**src/rtl/mem_port_arbiter_if.sv**
```systemverilog
// Requester and memory-side signals of the fetch/data memory port arbiter.
interface mem_port_arbiter_if #(
   parameter int ADDR_W = 16,
   parameter int DATA_W = 16
);
   logic              if_req;
   logic [ADDR_W-1:0] if_addr;
   logic              if_gnt;
   logic              if_valid;
   logic [DATA_W-1:0] if_rdata;

   logic              d_req;
   logic              d_we;
   logic [ADDR_W-1:0] d_addr;
   logic [DATA_W-1:0] d_wdata;
   logic              d_gnt;
   logic              d_valid;
   logic [DATA_W-1:0] d_rdata;

   logic              mem_en;
   logic              mem_we;
   logic [ADDR_W-1:0] mem_addr;
   logic [DATA_W-1:0] mem_wdata;
   logic [DATA_W-1:0] mem_rdata;

   logic              busy;

   modport slave (
      input  if_req, if_addr, d_req, d_we, d_addr, d_wdata, mem_rdata,
      output if_gnt, if_valid, if_rdata, d_gnt, d_valid, d_rdata,
             mem_en, mem_we, mem_addr, mem_wdata, busy
   );

   modport master (
      output if_req, if_addr, d_req, d_we, d_addr, d_wdata, mem_rdata,
      input  if_gnt, if_valid, if_rdata, d_gnt, d_valid, d_rdata,
             mem_en, mem_we, mem_addr, mem_wdata, busy
   );
endinterface

```
**src/rtl/mem_port_arbiter.sv**
```systemverilog
// Arbitrates fetch and data requesters onto one memory port; ARB_ROUND_ROBIN_EN picks round-robin, else data priority.
// gnt one cycle after request, valid WAIT_STATES+2 cycles after; a losing request stays pending until granted.
module mem_port_arbiter #(
   parameter int ADDR_W      = 16,
   parameter int DATA_W      = 16,
   parameter int WAIT_STATES = 1
) (
   input  logic              clk,
   input  logic              reset_n,
   mem_port_arbiter_if.slave bus
);

   typedef enum logic [1:0] {IDLE, ACCESS, DONE} state_t;

   localparam logic [3:0] LAST_CNT = 4'(WAIT_STATES);

   state_t            state, state_nxt;
   logic [3:0]        cnt, cnt_nxt;
   logic              sel_d, sel_d_nxt;
   logic              start;
   logic              pick_d;
   logic              last_cycle;

   logic              if_gnt_q, if_valid_q, d_gnt_q, d_valid_q;
   logic              mem_en_q, mem_we_q, busy_q;
   logic [ADDR_W-1:0] mem_addr_q;
   logic [DATA_W-1:0] mem_wdata_q, if_rdata_q, d_rdata_q;

`ifdef ARB_ROUND_ROBIN_EN
   logic              last_d;
`endif

   always_comb begin
      state_nxt  = state;
      cnt_nxt    = cnt;
      sel_d_nxt  = sel_d;
      start      = 1'b0;
      last_cycle = 1'b0;
`ifdef ARB_ROUND_ROBIN_EN
      // On contention the requester that was not served last wins.
      pick_d     = bus.d_req && !(bus.if_req && last_d);
`else
      pick_d     = bus.d_req;
`endif
      case (state)
         IDLE, DONE: begin
            if (bus.if_req || bus.d_req) begin
               state_nxt = ACCESS;
               cnt_nxt   = 4'd0;
               sel_d_nxt = pick_d;
               start     = 1'b1;
            end else begin
               state_nxt = IDLE;
            end
         end
         ACCESS: begin
            if (cnt == LAST_CNT) begin
               state_nxt  = DONE;
               last_cycle = 1'b1;
            end else begin
               cnt_nxt = cnt + 4'd1;
            end
         end
         default: state_nxt = IDLE;
      endcase
   end

   always_ff @(posedge clk) begin
      if (!reset_n) begin
         state <= IDLE;
         cnt   <= 4'd0;
         sel_d <= 1'b0;
      end else begin
         state <= state_nxt;
         cnt   <= cnt_nxt;
         sel_d <= sel_d_nxt;
      end
   end

   always_ff @(posedge clk) begin
      if (!reset_n) begin
         if_gnt_q    <= 1'b0;
         d_gnt_q     <= 1'b0;
         if_valid_q  <= 1'b0;
         d_valid_q   <= 1'b0;
         busy_q      <= 1'b0;
         mem_en_q    <= 1'b0;
         mem_we_q    <= 1'b0;
         mem_addr_q  <= '0;
         mem_wdata_q <= '0;
         if_rdata_q  <= '0;
         d_rdata_q   <= '0;
      end else begin
         if_gnt_q   <= start && !pick_d;
         d_gnt_q    <= start && pick_d;
         if_valid_q <= last_cycle && !sel_d;
         d_valid_q  <= last_cycle && sel_d;
         busy_q     <= (state_nxt != IDLE);
         // Memory bus is frozen for the whole access; fetches never write.
         if (start) begin
            mem_en_q    <= 1'b1;
            mem_we_q    <= pick_d && bus.d_we;
            mem_addr_q  <= pick_d ? bus.d_addr : bus.if_addr;
            mem_wdata_q <= pick_d ? bus.d_wdata : '0;
         end else if (last_cycle) begin
            mem_en_q <= 1'b0;
            mem_we_q <= 1'b0;
         end
         if (last_cycle && !sel_d) begin
            if_rdata_q <= bus.mem_rdata;
         end
         if (last_cycle && sel_d && !mem_we_q) begin
            d_rdata_q <= bus.mem_rdata;
         end
      end
   end

`ifdef ARB_ROUND_ROBIN_EN
   always_ff @(posedge clk) begin
      if (!reset_n) begin
         last_d <= 1'b0;
      end else if (start) begin
         last_d <= pick_d;
      end
   end
`endif

   assign bus.if_gnt    = if_gnt_q;
   assign bus.d_gnt     = d_gnt_q;
   assign bus.if_valid  = if_valid_q;
   assign bus.d_valid   = d_valid_q;
   assign bus.if_rdata  = if_rdata_q;
   assign bus.d_rdata   = d_rdata_q;
   assign bus.mem_en    = mem_en_q;
   assign bus.mem_we    = mem_we_q;
   assign bus.mem_addr  = mem_addr_q;
   assign bus.mem_wdata = mem_wdata_q;
   assign bus.busy      = busy_q;

endmodule

```
**src/flat_wrapper.sv**
```systemverilog
// flat-port wrapper written by rule: the top's interface ports become plain ports
module mem_port_arbiter_flat 
#(
   parameter int ADDR_W      = 16,
   parameter int DATA_W      = 16,
   parameter int WAIT_STATES = 1
)
  (clk, reset_n, bus_if_req, bus_if_addr, bus_d_req, bus_d_we, bus_d_addr, bus_d_wdata, bus_mem_rdata, bus_if_gnt, bus_if_valid, bus_if_rdata, bus_d_gnt, bus_d_valid, bus_d_rdata, bus_mem_en, bus_mem_we, bus_mem_addr, bus_mem_wdata, bus_busy);
  mem_port_arbiter_if #(.ADDR_W(ADDR_W), .DATA_W(DATA_W)) bus_i ();
  input  logic clk;
  input  logic reset_n;
  input wire logic [$bits(bus_i.if_req)-1:0] bus_if_req;
  input wire logic [$bits(bus_i.if_addr)-1:0] bus_if_addr;
  input wire logic [$bits(bus_i.d_req)-1:0] bus_d_req;
  input wire logic [$bits(bus_i.d_we)-1:0] bus_d_we;
  input wire logic [$bits(bus_i.d_addr)-1:0] bus_d_addr;
  input wire logic [$bits(bus_i.d_wdata)-1:0] bus_d_wdata;
  input wire logic [$bits(bus_i.mem_rdata)-1:0] bus_mem_rdata;
  output wire logic [$bits(bus_i.if_gnt)-1:0] bus_if_gnt;
  output wire logic [$bits(bus_i.if_valid)-1:0] bus_if_valid;
  output wire logic [$bits(bus_i.if_rdata)-1:0] bus_if_rdata;
  output wire logic [$bits(bus_i.d_gnt)-1:0] bus_d_gnt;
  output wire logic [$bits(bus_i.d_valid)-1:0] bus_d_valid;
  output wire logic [$bits(bus_i.d_rdata)-1:0] bus_d_rdata;
  output wire logic [$bits(bus_i.mem_en)-1:0] bus_mem_en;
  output wire logic [$bits(bus_i.mem_we)-1:0] bus_mem_we;
  output wire logic [$bits(bus_i.mem_addr)-1:0] bus_mem_addr;
  output wire logic [$bits(bus_i.mem_wdata)-1:0] bus_mem_wdata;
  output wire logic [$bits(bus_i.busy)-1:0] bus_busy;
  assign bus_i.if_req = bus_if_req;
  assign bus_i.if_addr = bus_if_addr;
  assign bus_i.d_req = bus_d_req;
  assign bus_i.d_we = bus_d_we;
  assign bus_i.d_addr = bus_d_addr;
  assign bus_i.d_wdata = bus_d_wdata;
  assign bus_i.mem_rdata = bus_mem_rdata;
  assign bus_if_gnt = bus_i.if_gnt;
  assign bus_if_valid = bus_i.if_valid;
  assign bus_if_rdata = bus_i.if_rdata;
  assign bus_d_gnt = bus_i.d_gnt;
  assign bus_d_valid = bus_i.d_valid;
  assign bus_d_rdata = bus_i.d_rdata;
  assign bus_mem_en = bus_i.mem_en;
  assign bus_mem_we = bus_i.mem_we;
  assign bus_mem_addr = bus_i.mem_addr;
  assign bus_mem_wdata = bus_i.mem_wdata;
  assign bus_busy = bus_i.busy;
  mem_port_arbiter #(.ADDR_W(ADDR_W), .DATA_W(DATA_W), .WAIT_STATES(WAIT_STATES)) u_core (.clk(clk), .reset_n(reset_n), .bus(bus_i));
endmodule
```
**config.mk**
```make
export PLATFORM = sky130hd
export DESIGN_NAME = mem_port_arbiter_flat
export DESIGN_NICKNAME = d
export VERILOG_FILES = /design/src/rtl/mem_port_arbiter_if.sv /design/src/rtl/mem_port_arbiter.sv /design/src/flat_wrapper.sv
export SDC_FILE = /design/constraint.sdc
export NUM_CORES = 1
export LEC_CHECK = 0
export CAP_MARGIN = 25
export CORE_MARGIN = 4
export CORE_UTILIZATION = 30
export CTS_CLUSTER_DIAMETER = 80
export DETAILED_ROUTE_END_ITERATION = 6
export HOLD_SLACK_MARGIN = 0.1
export PLACE_DENSITY = 0.68
export SLEW_MARGIN = 30
export SYNTH_ARGS = -nofsm -noshare
export SYNTH_HDL_FRONTEND = slang
export SYNTH_SLANG_ARGS = --single-unit
export TNS_END_PERCENT = 5
```
**constraint.sdc**
```tcl
create_clock -name clk -period 1.81 [get_ports clk]
set_clock_uncertainty 0.15 [all_clocks]
set_input_delay 0.362 -clock clk [delete_from_list [all_inputs] [get_ports clk]]
set_output_delay 0.362 -clock clk [all_outputs]
set_load 0.05 [all_outputs]
```
Run 1, the clock network:
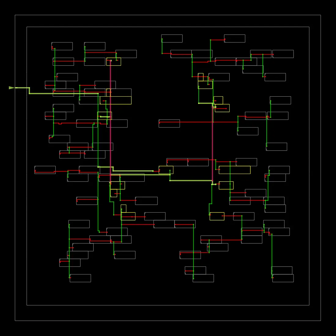
clock buffer count from CTS: 9
total number of clock tree sinks: 78
final sequential cell count: 78

Run 1, M3 wires:
Drawn at 2 px/micron. Cells faint in the background.
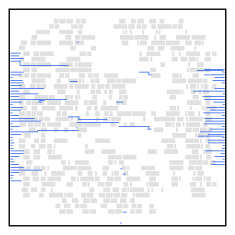
main direction: horizontal
longest straight run: 27.8 microns
global-route track usage on met3: 4.20%
vias: 2,550
Total Routed Length: 7.50 mm

Run 1, M2 wires:
Drawn at 2 px/micron.
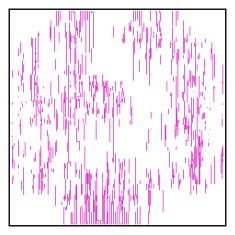
wire length on this layer: 3,560 microns
longest straight run: 35.4 microns
share of all routed wire: 47%
nets with wire on the layer: 424
GR met2 Demand/Resource: 20.9%

==> reports/metrics.json, run 1 <==
{
  "ys_dominant_reg_cell": {"value": "sky130_fd_sc_hd__dfxtp_1"},
  "critPathKind": {"value": "reg2reg"},
  "first_global_vias": {"value": 2555},
  "critPathMaxFanout": {"value": 16},
  "run_status": {"value": "complete, but fails checks"},
  "p_total": {"value": 4.12, "unit": "mW"},
  "place.port_buffers": {"value": 139},
  "r2r_end": {"value": "u_core.bus.if_rdata[15]"},
  "floorplan.die.height": {"value": 108, "unit": "microns"},
  "post_synth_inst_count": {"value": 284},
  "global_route_wire_length_before_repair": {"value": 11.8, "unit": "mm"},
  "min-delay-path-class": {"value": "reg2reg"},
  "crit_path_setup_slack_layout": {"value": -0.00748, "unit": "ns"},
  "final_core_util": {"value": 47.3, "unit": "%"},
  "synthesis.nets": {"value": 355},
  "path_delay_family": {"value": "simple AND/OR/NAND/NOR gates"},
  "number_of_endpoints_failing_setup_at_the_final_stage": {"value": 1},
  "post-synth-top-count-cell": {"value": "sky130_fd_sc_hd__dfxtp_1"},
  "grt.busiest_layer": {"value": "met2"},
  "dpl_worst_slack": {"value": -0.248, "unit": "ns"},
  "sequential_cell_area_in_the_final_layout": {"value": 1570, "unit": "sq um"},
  "gp_congestion": {"value": 0.737},
  "aoi_share": {"value": 12.0, "unit": "%"},
  "failed_checks": {"value": "setup timing"},
  "postcts_setup_bufs": {"value": 0}
}
==> run 1: area by class of cell <==
| cell class | count | area share, % |
|---|---|---|
| flip-flops and latches | 78 | 34.0 |
| inverters | 2 | 0.163 |
| well taps | 133 | 3.61 |
| repair buffers | 158 | 29.9 |
| clock buffers | 10 | 2.77 |
| multi-input cells | 183 | 27.7 |
| clock inverters | 6 | 1.85 |
==> run 1: report_power, final <==
group | total [mW] | internal, mW | switching (mW)
clock | 1.38 | 0.775 | 0.608
combinational | 0.880 | 0.367 | 0.512
sequential | 1.86 | 1.81 | 0.0515
total | 4.12 | 2.95 | 1.17
==> run 1: per-layer routing <==
metal	wire, microns	vias up
met5	0	-
met4	114	0
met3	614	10
met2	3560	101
met1	3210	1146
li1	-	1293
Run 1, routed metal, one colour a layer:
Drawn at 3 px/micron.
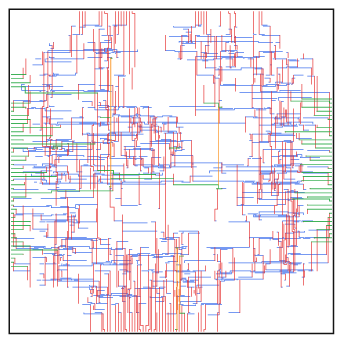

==> run 1 -> run 2 <==
--- a/config.mk
+++ b/config.mk
@@ -8,9 +8,9 @@
 export CAP_MARGIN = 25
 export CORE_MARGIN = 4
-export CORE_UTILIZATION = 30
+export CORE_UTILIZATION = 37
 export CTS_CLUSTER_DIAMETER = 80
 export DETAILED_ROUTE_END_ITERATION = 6
 export HOLD_SLACK_MARGIN = 0.1
-export PLACE_DENSITY = 0.68
+export PLACE_DENSITY = 0.8
 export SLEW_MARGIN = 30
 export SYNTH_ARGS = -nofsm -noshare
==> constraint.sdc (replaced) <==
create_clock -name clk -period 1.81 [get_ports clk]
set_clock_uncertainty 0.15 [all_clocks]
set_input_delay 0.181 -clock clk [delete_from_list [all_inputs] [get_ports clk]]
set_output_delay 0.181 -clock clk [all_outputs]
set_load 0.05 [all_outputs]
Run 2, routed metal, one colour a layer:
Drawn at 4 px/micron.
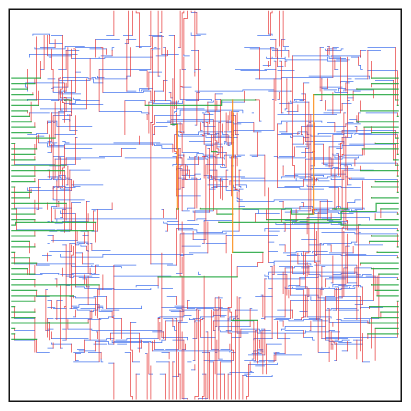
legend:
  met4:
    colour: orange
    wire_length: 89.1 microns
  met3:
    colour: green
    wire_length: 758 microns
  met2:
    colour: red
    wire_length: 3,360 microns
  met1:
    colour: blue
    wire_length: 3,240 microns
Total Routed Length: 7.44 mm
vias: 2,553
Routed wire per std cell: 13.8 microns
aggregate global-route resource usage: 15.7%

==> reports/metrics.json, run 2 <==
{
  "wl_met3": {"value": 757, "unit": "microns", "change": "+23%"},
  "sequentialPowerShare": {"value": 46.2, "unit": "%", "change": "+1.1 points"},
  "path_delay_family": {"value": "simple AND/OR/NAND/NOR gates"},
  "first_global_vias": {"value": 2540, "change": "-0.59%"},
  "p_comb_share": {"value": 22.2, "unit": "%", "change": "+0.9 points"},
  "sequential_cell_area_in_the_final_layout": {"value": 1570, "unit": "sq um", "change": "unchanged"},
  "final_sequential_cell_count": {"value": 78, "change": "unchanged"},
  "global_route_wire_length_before_repair": {"value": 12.3, "unit": "mm", "change": "+4.2%"},
  "run_status": {"value": "finished, final reports clean"},
  "detailroute.wirelength.met2": {"value": 3.36, "unit": "mm", "change": "-5.7%"},
  "clkSinkCount": {"value": 78, "change": "unchanged"},
  "switching_share": {"value": 30.8, "unit": "%", "change": "+2.3 points"},
  "top_power_group": {"value": "sequential cells"},
  "layout.comb_gates.multi_input": {"value": 183, "change": "unchanged"},
  "cell_internal_pwr": {"value": 2.78, "unit": "mW", "change": "-5.6%"},
  "cts_made_buffers": {"value": 9, "change": "unchanged"},
  "routed.top_layer": {"value": "met4"},
  "p_total": {"value": 4.02, "unit": "mW", "change": "-2.4%"},
  "n_all_buffers": {"value": 157, "change": "-0.63%"},
  "area_share_clock_buf_inv": {"value": 4.32, "unit": "%", "change": "-0.30 points"},
  "comb_area_share": {"value": 27.4, "unit": "%", "change": "-0.28 points"}
}
Run 2, supply network:
Drawn at 4 px/micron. Pins as bars on the die edge. Tap cells in grey.
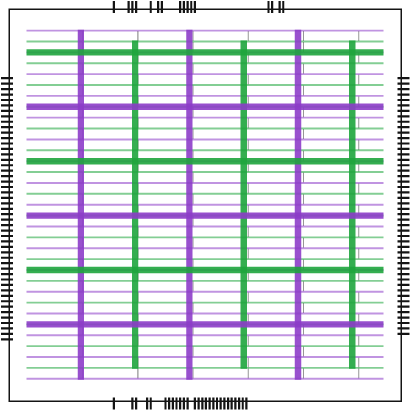
legend:
  VSS:
    colour: purple
  VDD:
    colour: green
met5 straps: 6
rows: 32
met1 rails: 33
met4 straps: 6
signal pins: 140
DIE HEIGHT: 97.6 microns
worst IR drop on VDD: 0.414 mV
core area: 7770 sq um

## run 2: timing repair
action | CTS | global route
resized | 25 | 1
hold endpoints to repair | 0 | 0
endpoints found under the setup margin | 38 | 15
buffers inserted | 0 | 1
cloned | 0 | 0
## run 2: path summary, 6_finish.rpt
kind | start | end | slack, ns | depth (start not counted)
max reg2reg | u_core.cnt[1] | u_core.bus.if_rdata[12] | 0.03 | 6
min reg2reg | u_core.bus.if_rdata[13] | u_core.bus.if_rdata[13] | 0.31 | 2
max | u_core.cnt[1] | u_core.bus.if_rdata[12] | 0.03 | 6
min | bus_d_wdata[2] | u_core.bus.mem_wdata[2] | 0.27 | 2
## run 2: per-layer routing
metal / track usage [%] / up-vias
li1: - / 1287
met1: 18.8 / 1146
met2: 25.7 / 113
met3: 6.68 / 7
met4: 4.26 / 0
met5: 0 / -
Power is estimated from default activity; no workload was simulated.
